final_clocks.png
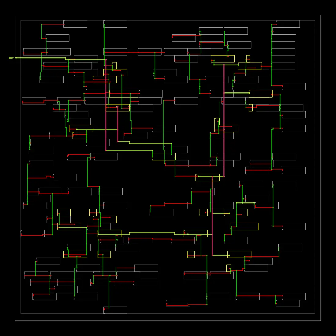
pins.png
The bar under the picture is 20 um long. Pins as bars across the die edge, other pins in gray.
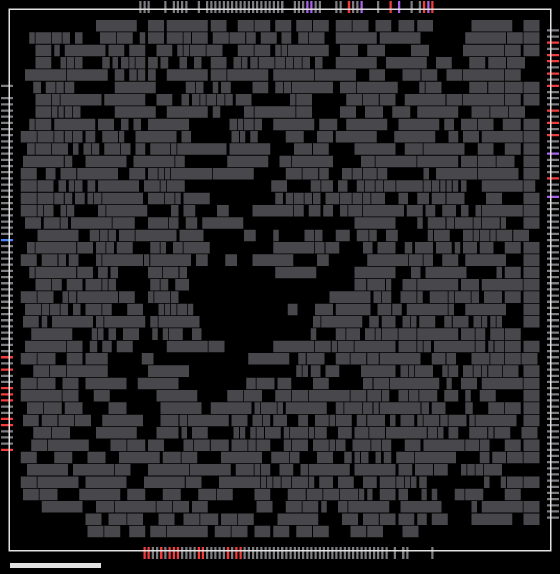
zoom.png
The bar under the picture is 20 um long. Region (35, 58) to (85, 108) um. Cells in gray, sequential cells in the stronger gray; small squares are vias.
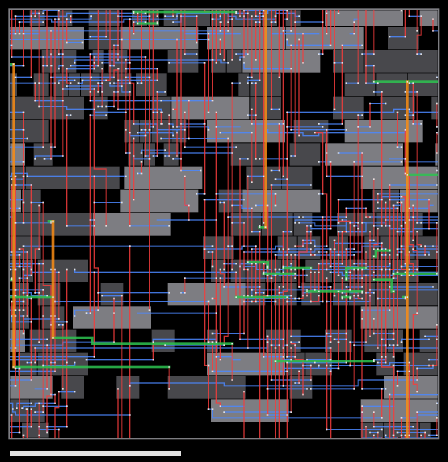
met1.png
The bar under the picture is 20 um long.
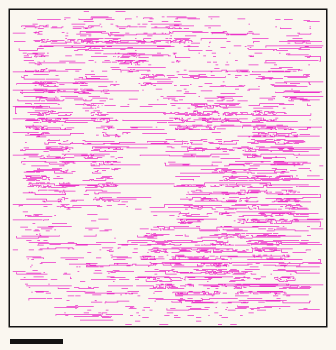
===== src/rtl/lsq_mem_scheduler_pkg.sv =====
// Shared types and widths for the LSQ-to-data-memory scheduler.
//   MEM_ADDR_WIDTH / DATA_WIDTH / TAG_WIDTH : bus widths (TAG_WIDTH = log2 of 128 LSQ entries)
//   sched_state_e                           : scheduler FSM states
//   mem_op_t                                : request latched at arbitration and held on the bus
package lsq_mem_scheduler_pkg;

  localparam int unsigned MEM_ADDR_WIDTH = 32;
  localparam int unsigned DATA_WIDTH     = 32;
  localparam int unsigned TAG_WIDTH      = 7;

  typedef enum logic [1:0] {
    StIdle   = 2'd0,
    StRdReq  = 2'd1,
    StRdWait = 2'd2,
    StWrReq  = 2'd3
  } sched_state_e;

  typedef struct packed {
    logic [MEM_ADDR_WIDTH-1:0] addr;
    logic [DATA_WIDTH-1:0]     wdata;
    logic                      we;
  } mem_op_t;

endpackage


===== src/rtl/lsq_mem_scheduler_if.sv =====
// Bundle of the load, store-head, pop and data-memory signals around the scheduler.
//   master : scheduler view (drives ld_ready, load response, pop_queue and the memory request)
//   slave  : LSQ / memory view (drives load requests, store head and memory responses)
interface lsq_mem_scheduler_if;
  import lsq_mem_scheduler_pkg::*;

  // Load request / response
  logic                      ld_valid;
  logic [MEM_ADDR_WIDTH-1:0] ld_addr;
  logic [TAG_WIDTH-1:0]      ld_tag;
  logic                      ld_ready;
  logic                      ld_resp_valid;
  logic [DATA_WIDTH-1:0]     ld_resp_data;
  logic [TAG_WIDTH-1:0]      ld_resp_tag;

  // LSQ head store
  logic                      st_valid;
  logic                      st_commit;
  logic [MEM_ADDR_WIDTH-1:0] st_addr;
  logic [DATA_WIDTH-1:0]     st_data;
  logic                      pop_queue;

  // Data memory port
  logic                      mem_req;
  logic                      mem_we;
  logic [MEM_ADDR_WIDTH-1:0] mem_addr;
  logic [DATA_WIDTH-1:0]     mem_wdata;
  logic                      mem_gnt;
  logic                      mem_rvalid;
  logic [DATA_WIDTH-1:0]     mem_rdata;

  modport master (
    input  ld_valid, ld_addr, ld_tag,
    output ld_ready, ld_resp_valid, ld_resp_data, ld_resp_tag,
    input  st_valid, st_commit, st_addr, st_data,
    output pop_queue,
    output mem_req, mem_we, mem_addr, mem_wdata,
    input  mem_gnt, mem_rvalid, mem_rdata
  );

  modport slave (
    output ld_valid, ld_addr, ld_tag,
    input  ld_ready, ld_resp_valid, ld_resp_data, ld_resp_tag,
    output st_valid, st_commit, st_addr, st_data,
    input  pop_queue,
    input  mem_req, mem_we, mem_addr, mem_wdata,
    output mem_gnt, mem_rvalid, mem_rdata
  );

endinterface


===== src/rtl/lsq_mem_scheduler_starve_counter.sv =====
// Saturating count of loads issued while a committed store waits.
//   clk, async_rst : clock, asynchronous active-high reset
//   inc            : count one bypassing load (ignored once saturated)
//   clr            : clear (store issued); wins over inc
//   at_max         : count has reached STARVE_MAX
module lsq_mem_scheduler_starve_counter #(
  parameter int unsigned STARVE_MAX = 4
) (
  input  logic clk,
  input  logic async_rst,
  input  logic inc,
  input  logic clr,
  output logic at_max
);

  localparam int unsigned CntW = $clog2(STARVE_MAX + 1);
  localparam logic [CntW-1:0] MaxVal = CntW'(STARVE_MAX);

  logic [CntW-1:0] cnt_q;

  assign at_max = (cnt_q == MaxVal);

  always_ff @(posedge clk or posedge async_rst) begin
    if (async_rst) begin
      cnt_q <= '0;
    end else if (clr) begin
      cnt_q <= '0;
    end else if (inc && !at_max) begin
      cnt_q <= cnt_q + 1'b1;
    end
  end

endmodule


===== src/rtl/lsq_mem_scheduler.sv =====
// Sequences LSQ loads and the committed head store onto the single data-memory port.
//   clk, async_rst : clock, asynchronous active-high reset
//   clk_en         : 0 freezes all state; pulse outputs read 0 while frozen
//   bus            : load request/response, store head + pop_queue, memory request/response
// One transaction in flight. Loads bypass a waiting committed store at most STARVE_MAX times
// in a row; a load to the store's address never bypasses it.
module lsq_mem_scheduler
  import lsq_mem_scheduler_pkg::*;
#(
  parameter int unsigned STARVE_MAX = 4
) (
  input  logic                clk,
  input  logic                async_rst,
  input  logic                clk_en,
  lsq_mem_scheduler_if.master bus
);

  sched_state_e          state_q, state_d;
  mem_op_t               op_q, op_d;
  logic                  mem_req_q, mem_req_d;
  logic [TAG_WIDTH-1:0]  tag_q, tag_d;
  logic                  resp_valid_q, resp_valid_d;
  logic [DATA_WIDTH-1:0] resp_data_q, resp_data_d;
  logic [TAG_WIDTH-1:0]  resp_tag_q, resp_tag_d;
  logic                  pop_q, pop_d;

  logic st_rdy;
  logic ld_win;
  logic st_win;
  logic at_max;

  assign st_rdy = bus.st_valid & bus.st_commit;

  lsq_mem_scheduler_starve_counter #(
    .STARVE_MAX (STARVE_MAX)
  ) u_starve (
    .clk       (clk),
    .async_rst (async_rst),
    .inc       (clk_en & ld_win & st_rdy),
    .clr       (clk_en & st_win),
    .at_max    (at_max)
  );

  always_comb begin
    state_d      = state_q;
    op_d         = op_q;
    mem_req_d    = mem_req_q;
    tag_d        = tag_q;
    resp_valid_d = 1'b0;
    resp_data_d  = resp_data_q;
    resp_tag_d   = resp_tag_q;
    pop_d        = 1'b0;
    ld_win       = 1'b0;
    st_win       = 1'b0;

    unique case (state_q)
      StIdle: begin
        // During the pop cycle the LSQ head still shows the store just written.
        if (!pop_q) begin
          if (st_rdy && (at_max || (bus.ld_addr == bus.st_addr))) begin
            st_win = 1'b1;
          end else if (bus.ld_valid) begin
            ld_win = 1'b1;
          end else if (st_rdy) begin
            st_win = 1'b1;
          end
        end
        if (ld_win) begin
          op_d.addr  = bus.ld_addr;
          op_d.wdata = '0;
          op_d.we    = 1'b0;
          tag_d      = bus.ld_tag;
          mem_req_d  = 1'b1;
          state_d    = StRdReq;
        end else if (st_win) begin
          op_d.addr  = bus.st_addr;
          op_d.wdata = bus.st_data;
          op_d.we    = 1'b1;
          mem_req_d  = 1'b1;
          state_d    = StWrReq;
        end
      end
      StRdReq: begin
        if (bus.mem_gnt) begin
          mem_req_d = 1'b0;
          state_d   = StRdWait;
        end
      end
      StRdWait: begin
        if (bus.mem_rvalid) begin
          resp_valid_d = 1'b1;
          resp_data_d  = bus.mem_rdata;
          resp_tag_d   = tag_q;
          state_d      = StIdle;
        end
      end
      StWrReq: begin
        if (bus.mem_gnt) begin
          mem_req_d = 1'b0;
          pop_d     = 1'b1;
          state_d   = StIdle;
        end
      end
      default: state_d = StIdle;
    endcase
  end

  always_ff @(posedge clk or posedge async_rst) begin
    if (async_rst) begin
      state_q      <= StIdle;
      op_q         <= '0;
      mem_req_q    <= 1'b0;
      tag_q        <= '0;
      resp_valid_q <= 1'b0;
      resp_data_q  <= '0;
      resp_tag_q   <= '0;
      pop_q        <= 1'b0;
    end else if (clk_en) begin
      state_q      <= state_d;
      op_q         <= op_d;
      mem_req_q    <= mem_req_d;
      tag_q        <= tag_d;
      resp_valid_q <= resp_valid_d;
      resp_data_q  <= resp_data_d;
      resp_tag_q   <= resp_tag_d;
      pop_q        <= pop_d;
    end
  end

  // ld_ready is the only combinational output; hidden while reset is held.
  assign bus.ld_ready      = ld_win & clk_en & ~async_rst;
  assign bus.ld_resp_valid = resp_valid_q & clk_en;
  assign bus.ld_resp_data  = resp_data_q;
  assign bus.ld_resp_tag   = resp_tag_q;
  assign bus.pop_queue     = pop_q & clk_en;
  assign bus.mem_req       = mem_req_q;
  assign bus.mem_we        = op_q.we;
  assign bus.mem_addr      = op_q.addr;
  assign bus.mem_wdata     = op_q.wdata;

endmodule


===== src/flat_wrapper.sv =====
// flat-port wrapper written by rule: the top's interface ports become plain ports
module lsq_mem_scheduler_flat import lsq_mem_scheduler_pkg::*;
#(
  parameter int unsigned STARVE_MAX = 4
)
  (clk, async_rst, clk_en, bus_ld_valid, bus_ld_addr, bus_ld_tag, bus_ld_ready, bus_ld_resp_valid, bus_ld_resp_data, bus_ld_resp_tag, bus_st_valid, bus_st_commit, bus_st_addr, bus_st_data, bus_pop_queue, bus_mem_req, bus_mem_we, bus_mem_addr, bus_mem_wdata, bus_mem_gnt, bus_mem_rvalid, bus_mem_rdata);
  lsq_mem_scheduler_if bus_i ();
  input  logic clk;
  input  logic async_rst;
  input  logic clk_en;
  input wire logic [$bits(bus_i.ld_valid)-1:0] bus_ld_valid;
  input wire logic [$bits(bus_i.ld_addr)-1:0] bus_ld_addr;
  input wire logic [$bits(bus_i.ld_tag)-1:0] bus_ld_tag;
  output wire logic [$bits(bus_i.ld_ready)-1:0] bus_ld_ready;
  output wire logic [$bits(bus_i.ld_resp_valid)-1:0] bus_ld_resp_valid;
  output wire logic [$bits(bus_i.ld_resp_data)-1:0] bus_ld_resp_data;
  output wire logic [$bits(bus_i.ld_resp_tag)-1:0] bus_ld_resp_tag;
  input wire logic [$bits(bus_i.st_valid)-1:0] bus_st_valid;
  input wire logic [$bits(bus_i.st_commit)-1:0] bus_st_commit;
  input wire logic [$bits(bus_i.st_addr)-1:0] bus_st_addr;
  input wire logic [$bits(bus_i.st_data)-1:0] bus_st_data;
  output wire logic [$bits(bus_i.pop_queue)-1:0] bus_pop_queue;
  output wire logic [$bits(bus_i.mem_req)-1:0] bus_mem_req;
  output wire logic [$bits(bus_i.mem_we)-1:0] bus_mem_we;
  output wire logic [$bits(bus_i.mem_addr)-1:0] bus_mem_addr;
  output wire logic [$bits(bus_i.mem_wdata)-1:0] bus_mem_wdata;
  input wire logic [$bits(bus_i.mem_gnt)-1:0] bus_mem_gnt;
  input wire logic [$bits(bus_i.mem_rvalid)-1:0] bus_mem_rvalid;
  input wire logic [$bits(bus_i.mem_rdata)-1:0] bus_mem_rdata;
  assign bus_i.ld_valid = bus_ld_valid;
  assign bus_i.ld_addr = bus_ld_addr;
  assign bus_i.ld_tag = bus_ld_tag;
  assign bus_ld_ready = bus_i.ld_ready;
  assign bus_ld_resp_valid = bus_i.ld_resp_valid;
  assign bus_ld_resp_data = bus_i.ld_resp_data;
  assign bus_ld_resp_tag = bus_i.ld_resp_tag;
  assign bus_i.st_valid = bus_st_valid;
  assign bus_i.st_commit = bus_st_commit;
  assign bus_i.st_addr = bus_st_addr;
  assign bus_i.st_data = bus_st_data;
  assign bus_pop_queue = bus_i.pop_queue;
  assign bus_mem_req = bus_i.mem_req;
  assign bus_mem_we = bus_i.mem_we;
  assign bus_mem_addr = bus_i.mem_addr;
  assign bus_mem_wdata = bus_i.mem_wdata;
  assign bus_i.mem_gnt = bus_mem_gnt;
  assign bus_i.mem_rvalid = bus_mem_rvalid;
  assign bus_i.mem_rdata = bus_mem_rdata;
  lsq_mem_scheduler #(.STARVE_MAX(STARVE_MAX)) u_core (.clk(clk), .async_rst(async_rst), .clk_en(clk_en), .bus(bus_i));
endmodule

===== config.mk =====
export PLATFORM = sky130hd
export DESIGN_NAME = lsq_mem_scheduler_flat
export DESIGN_NICKNAME = d
export VERILOG_FILES = /design/src/rtl/lsq_mem_scheduler_pkg.sv /design/src/rtl/lsq_mem_scheduler_if.sv /design/src/rtl/lsq_mem_scheduler_starve_counter.sv /design/src/rtl/lsq_mem_scheduler.sv /design/src/flat_wrapper.sv
export SDC_FILE = /design/constraint.sdc
export NUM_CORES = 1
export LEC_CHECK = 0
export CORE_MARGIN = 2
export CORE_UTILIZATION = 47
export CTS_CLUSTER_SIZE = 10
export DETAILED_ROUTE_END_ITERATION = 10
export GPL_ROUTABILITY_DRIVEN = 0
export PLACE_DENSITY = 0.86
export SLEW_MARGIN = 30
export SYNTH_ARGS = -nofsm -noshare
export SYNTH_HDL_FRONTEND = slang
export SYNTH_SLANG_ARGS = --single-unit

===== constraint.sdc =====
create_clock -name clk -period 12.85 [get_ports clk]
set_clock_uncertainty 0.1 [all_clocks]
set_input_delay 3.855 -clock clk [delete_from_list [all_inputs] [get_ports clk]]
set_output_delay 3.855 -clock clk [all_outputs]
set_load 0.1 [all_outputs]

==> summary.txt <==
State of the implementation.

- The flow ran to the end, and the final reports show no timing, DRC or antenna violations.
- Setup repair after global routing left no endpoint under its margin.
- The initial antenna violation count is 0, for reference.
- The relative area of non-clock buffer cells in the final design is 27.4%, for reference.
- The total of max-cap violations is 0, for reference.
- The shortest clock period the worst path allows after layout is 10.52 ns, for reference.
- The number of warnings printed during yosys synthesis is 0, for reference.
- The worst hold path passes through 2 cells.
- Clock latency on the worst-skew pair, taken at its later pin, is 0.41 ns.
- On the critical path the data arrives at 6.57 ns.
- The proportion of cell area occupied by multi-input gates is 32.2%, for reference.
- The synthesized instance count is 634.
- The fraction of the core area occupied by cells at floorplan is 47.6%, for reference.
- The multi-input combinational gate total is 457, for reference.
- After synthesis, the most frequently instantiated cells are 119 x sky130_fd_sc_hd__dfrtp_1, 67 x sky130_fd_sc_hd__nor2_1, 43 x sky130_fd_sc_hd__nand2_1, 39 x sky130_fd_sc_hd__mux2_2, 35 x sky130_fd_sc_hd__o21ai_0.
- The launch point of the worst register-to-register path is recorded as u_core.state_q[1]$_DFFE_PP0P_.
- In the final layout, flip-flops and latches occupy 2980 um^2.
- The flop share of the area is 31.7%, for reference.
- Global routing consumed, on the met3 layer, 7.38% of the routing resources.
- Post-route period utilization is reported as 81.9%.
- The post-synth design cell area is 6220 um^2, for reference.
- After synthesis, the largest area contributor takes up 47.8% of total cell area.
- The average detailed-routed wire length per instance is 18.6 um, for reference.
- Derived from the worst setup path, the maximum achievable clock frequency is 0.0950 GHz.
- The worst hold path belongs to the class reg2reg.
- The timing report gives the biggest stage delay along the critical path as 0.81 ns.
- In the layout the commonest cells are 249 x sky130_fd_sc_hd__clkdlybuf4s50_1, 119 x sky130_fd_sc_hd__dfrtp_1, 67 x sky130_fd_sc_hd__nor2_1.
- The post-synthesis sequential element count is 119, for reference.
- The endpoint class of the critical path is an output pin, for reference.
- The count of antenna-violating nets left after detailed routing is 0, for reference.
- Setup slack on the critical path of the routed design comes to 2.33 ns.
- Together, buffers and inverters on the worst path number 2.
- The path length in cells of the critical path is 6, for reference.
- The critical path is of the in2out type.
- Per the Yosys statistics, synthesis produced 634 cells.
- The vertical die dimension is 119 um, for reference.
- The most common logic cell in the final layout is sky130_fd_sc_hd__clkdlybuf4s50_1.
- Dividing the detail-routed via count by the number of cells gives 5.77.
- The finished layout reports a core utilization of 71.7%.
- The clock transition at the register clock pins on the worst setup and hold paths after CTS is 0.05 ns, for reference.
- According to the floorplan report, the die width is 119 um.
- The fraction of area in clock buffers and inverters is 6.11%, for reference.
- Synthesis instantiated 36 different standard cells from the library.
- Per the post-synthesis stats, the area per cell is 9.82 um^2.
- For this floorplan the total number of well-tap instances is 176.
- Cells with a size suffix above 1 make up 10.1% of the layout.
- The setup fix buffers added after clock tree synthesis is 0, for reference.
- The launching instance or port of the critical path is bus_ld_valid, for reference.
- Entering global routing, the biggest net connects 98 pins.
- Leaving out buffers and inverters, the combinational logic in the layout accounts for 3020 um^2.
- The root buffer cell chosen for the clock tree is sky130_fd_sc_hd__clkbuf_16.
- The final design area excluding fillers is 9390 um^2, for reference.
- For this run the aggregate overflow at the end of global routing stands at 0.
- The normalized max-slew margin is 31.4%, for reference.
- The largest area contributor in the netlist is sky130_fd_sc_hd__dfrtp_1, for reference.
- The most numerous cell in the Yosys netlist is sky130_fd_sc_hd__dfrtp_1, for reference.
- The worst setup path is launched from an input port.
- The number of flops mapped to enable cells by yosys is 0, for reference.
- The instance area at placement is 8800 um^2, for reference.
- The routed design uses 9.57 mm of met2 wire.
- The warning total across the stage logs is 27, for reference.
- STA on the placed design reports a worst setup slack of 2.38 ns.
- The all-layer global routing usage is 27.5%, for reference.
- The required time at the worst endpoint is listed as 8.89 ns.
- The reg-to-reg setup timing slack is 9.93 ns, for reference.
- For this run the detailed placement stage logged an HPWL of 13.2 mm.
- Looking at the global route congestion table, the highest-usage layer is met2.
- Counting every net in the synthesized netlist gives 779.
- The final layout net count is 1003, for reference.
- The register share after synthesis is 47.8%, for reference.
- The final layout reports a setup TNS of 0 ns.
- The design has 119 sequential cells.
- For this run, global-route usage on met2 was measured as 45.4%.
- The async set or reset register ratio after synthesis is 100%, for reference.
- CTS saw 119 sinks.
- The layout buffer count excluding clock buffers is 258, for reference.
- The capture point of the worst register-to-register path is recorded as u_core.bus.mem_addr[5]$_DFFE_PP0P_.
- The core footprint is 13100 um^2, for reference.
- The H-tree was split into 4 levels.
- The worst reg-to-reg path cell count is 6, for reference.
- The standard-cell row count is 42, for reference.
- The count of input and output buffers is 250, for reference.
- For this run, the number of standard cells in the final layout without fillers is 1045.
- The total cell area reported by yosys after synthesis is 6220 um^2, for reference.
- After detailed routing, the met3 layer carries 1.55 mm of wire.
- Per the log, the first TritonRoute iteration ended with a DRC count of 502.
- The number of I/O pins is 251, for reference.
- The iteration count recorded for the first detailed-route pass is 5.
- Across all hold checks on the routed design, the worst slack comes to 0.389 ns.
- The first global-routing pass estimated 31.0 mm of wire.
- The endpoint of the worst setup timing path is bus_ld_ready, for reference.
- The cell type group with the largest total delay on the critical path is simple AND/OR/NAND/NOR gates, for reference.
- TritonCTS built the clock tree.
- The critical path goes through clkdlybuf4s50_1, nor2b_1, and2_2, nand2_1, nor3_1, buf_4.
Notes on final_clocks.png above:
number of buffers created by CTS: 17
number of clock-tree buffers in the layout: 22

Notes on pins.png above:
- `bus_st_valid`: blue (pins 1; direction input; edge left)
- `bus_ld_resp_tag`: purple (pins 7; direction output; edge 5 top, 2 right)
- `bus_ld_resp_data`: red (pins 32; direction output; edge 11 bottom, 9 right, 8 left, 4 top)

Notes on zoom.png above:
- met4: orange
- met2: red
- met3: green
- met1: blue
- cells with their middle in the window: 148
- netlist names of flops here include: `u_core.bus.mem_wdata` (8), `u_core.tag_q` (6), `u_core.bus.ld_resp_tag` (5)
- sequential cells in the window: 23
- most frequent: dfrtp_1 (23), clkdlybuf4s50_1 (17), nand4_1 (15)

Notes on met1.png above:
- main direction: horizontal
- share of all routed wire: 40%
- longest straight run: 47.8 um
Post-Route WL: 19.4 mm
via count of the routed design: 6034
GRT met1 Usage: 34.7%

[worst reg2reg max path: stages (launching register included)]
cell and delay [ns]:
sky130_fd_sc_hd__dfrtp_1 0.42, sky130_fd_sc_hd__or3b_1 0.55, sky130_fd_sc_hd__nor3_4 0.72, sky130_fd_sc_hd__buf_8 0.25, sky130_fd_sc_hd__nand3_1 0.12, sky130_fd_sc_hd__buf_4 0.31, sky130_fd_sc_hd__o221a_2 0.32
[logic make-up after synthesis]
group                      share of synthesized area, %
AOI/OAI and AO/OA                                  14.1
xor gates and xnor gates                           4.50
adders and majority gates                         0.402
buffers and inverters                              4.36
DFF                                                47.8
muxes                                              7.38
and+or+nand+nor                                    21.5
